Fig. 1: power grid
Pins as bars on the die edge. Tap cells in gray.
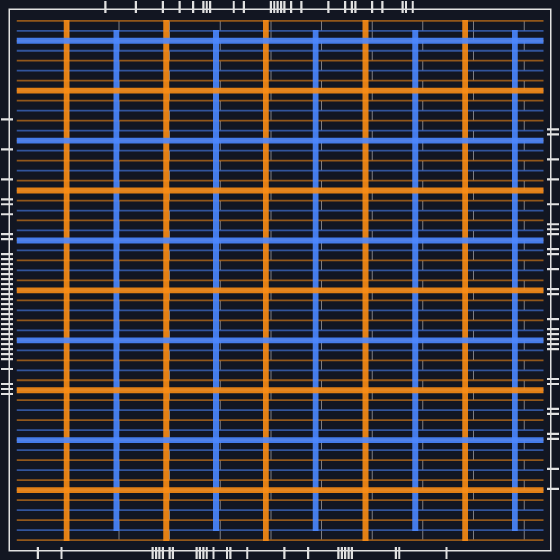
Fig. 2: cells colored by class
Bar = 50 um. Fill, decap, tap and diode cells in gray.
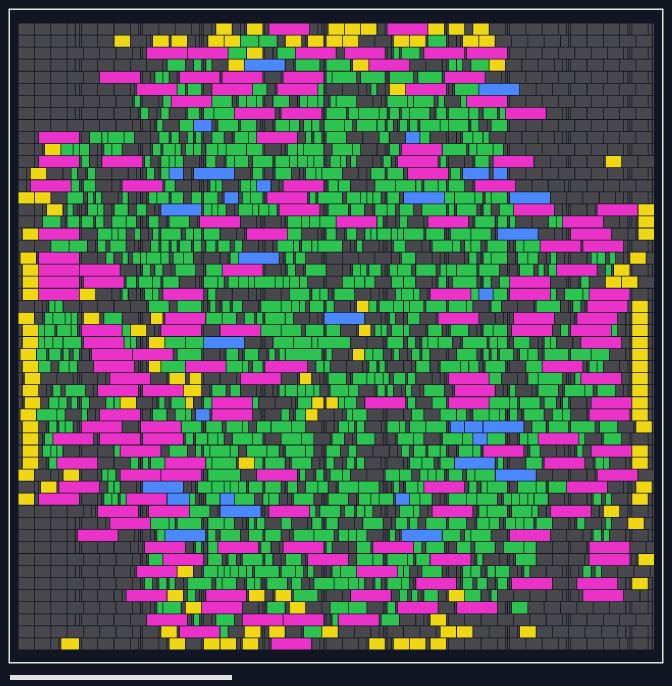
Fig. 3: clock network drawn from the DEF
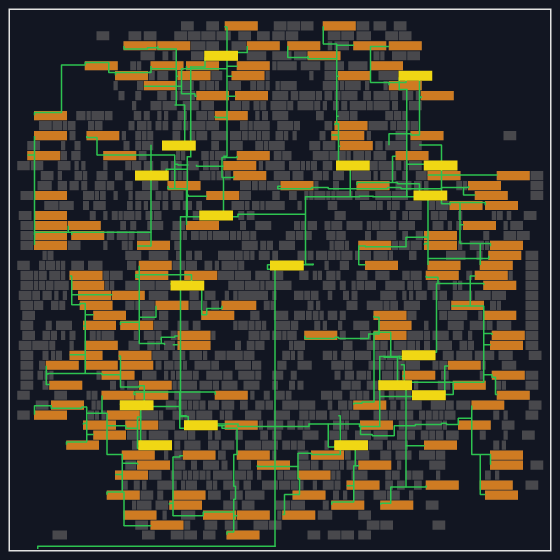
Fig. 4: signal wires on met2
Bar = 50 um.
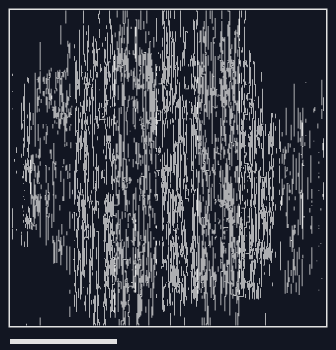
Design logits_argmax, sky130hd; sources not shown.
==> impl_metrics.tcl <==
# flow metrics
set metrics [dict create \
    clock-sinks 149 \
    grt_pass1_wl_um 43800 \
    drc 0 \
    arrival_ns 9.38 \
    place.gp.congestion 0.887 \
    clock_latency_ns 0.45 \
    logic_gates 757 \
    dpl_worst_slack_ns 6.01 \
    grtUsageTotal_pct 25.8 \
    vias_per_cell 6.09 \
    clock.fmax_mhz 110 \
    numCtsBuffers 17 \
    status "finished clean" \
    path_clk_slew_ns 0.07 \
    synth-async-reset-ratio_pct 100 \
    drtPass1Iterations 7 \
    flop_cell "dfrtp_1" \
    io_buffers 112 \
    cts-resized-gates 0 \
    ys_warn_count 0 \
    n_antenna_cell 0 \
    r2r_cells 20 \
    synthSimpleGateAreaFrac_pct 13.7 \
    antenna_found_initial 0 \
    relSlewSlack_pct 32.7 \
    crit_path_max_incr_delay_ns 0.68 \
    clkbuf_count 18 \
    buf_share_pct 10.1 \
    clock_area_share_pct 4.83 \
    critical_path_required_ns 16.12 \
    hold-path-cell-count 0 \
    drive_above_1_share_pct 8.65 \
    drv_slew 0 \
    nFillCells 1774 \
    timing.hold.ws_ns 0.472 \
    area_delta_synth_final_pct 19.3 \
    regArea_sq_mm 0.00373 \
    final-comb-area_sq_mm 0.00573 \
    dpl-instance-area_sq_mm 0.0113 \
    biggestCellCategory "multi-input combinational cells" \
    path_depth 20 \
    antenna_left 0 \
    rsz0062_at_grt "no" \
    cts_tree "built" \
    warnings 27 \
    start_kind "primary input" \
    setup_viol 0 \
    vias 8624 \
    taps 270 \
    cts_hold_buf 0 \
    ys_sh_aoi_pct 20.6 \
    crit_slowest_cell "a32oi_1" \
    synth-area-yosys_sq_mm 0.00997 \
    setup_ws_ns 6.74 \
    wl_per_cell_um 19.3 \
    mux_area_share_pct 8.56 \
    seq_cells 149 \
    layout.nets 1267 \
    hp-class "reg -> reg" \
    initCoreUtil_pct 49.1 \
    synth-adder-area-share_pct 12.5 \
    sh_comb_area_pct 48.2 \
    dp.final_hpwl_um 19500 \
    syn_nets 1178 \
    endpoint_kind "flop" \
    crit_family "AND-OR/OR-AND gates" \
    ios 113 \
    setup_tns_ns 0 \
    dp_cells 1382 \
    cp_max_fo 7 \
    cts-root-buf "clkbuf_16" \
    cp_num_buf_inv 2 \
    gr-total-overflow 0 \
    grt_max_degree 86 \
]
Notes on Fig. 1 above:
net	color
VSS	orange
VDD	blue
signal pins	113
tap cells	270
core box area: 0.0203 sq mm
die width: 147 um

Notes on Fig. 2 above:
class	color	cells
remaining buffers and delay cells	yellow	123
remaining logic cells	green	841
clock drivers and dummy loads	blue	32
registers	magenta	149
Core Util, Final: 58.6%
design area: 0.0119 sq mm
flop share of the area: 31.4%
FP Rows: 52

Notes on Fig. 3 above:
[clock wires] green | length: 2,180 um
[clock-net drivers] yellow | count: 17
[flip-flops] orange | count: 149
flops lie	all over the die
Max Clock Skew: 0.0125 ns

Notes on Fig. 4 above:
share of all routed wire	45%
main direction	vertical
GR Util met2: 39.6%
final wirelength: 27,300 um

[routing by layer]
layer	global-route usage (%)	wire, um	vias to the layer above
met1	36.8	13000	4201
met4	7.90	475	0
met5	0	0	-
met2	39.6	12200	305
li1	-	-	4076
met3	5.09	1650	42
[cell usage after synthesis (20+ instances only)]
master / number / share of area (%)
inv_1: 84 / 3.2
ha_1: 98 / 12
o21ai_0: 53 / 2.7
nor2_1: 30 / 1.1
a221o_1: 32 / 3.2
and2_1: 32 / 2.0
dfrtp_1: 148 / 37
nand2_1: 82 / 3.1
mux2_4: 25 / 3.8
a221oi_1: 34 / 3.0
mux2_1: 20 / 2.3
clkbuf_1: 43 / 1.6
a21oi_1: 67 / 3.4
nor3_1: 50 / 2.5
a31oi_1: 35 / 2.2
nand3_1: 22 / 1.1
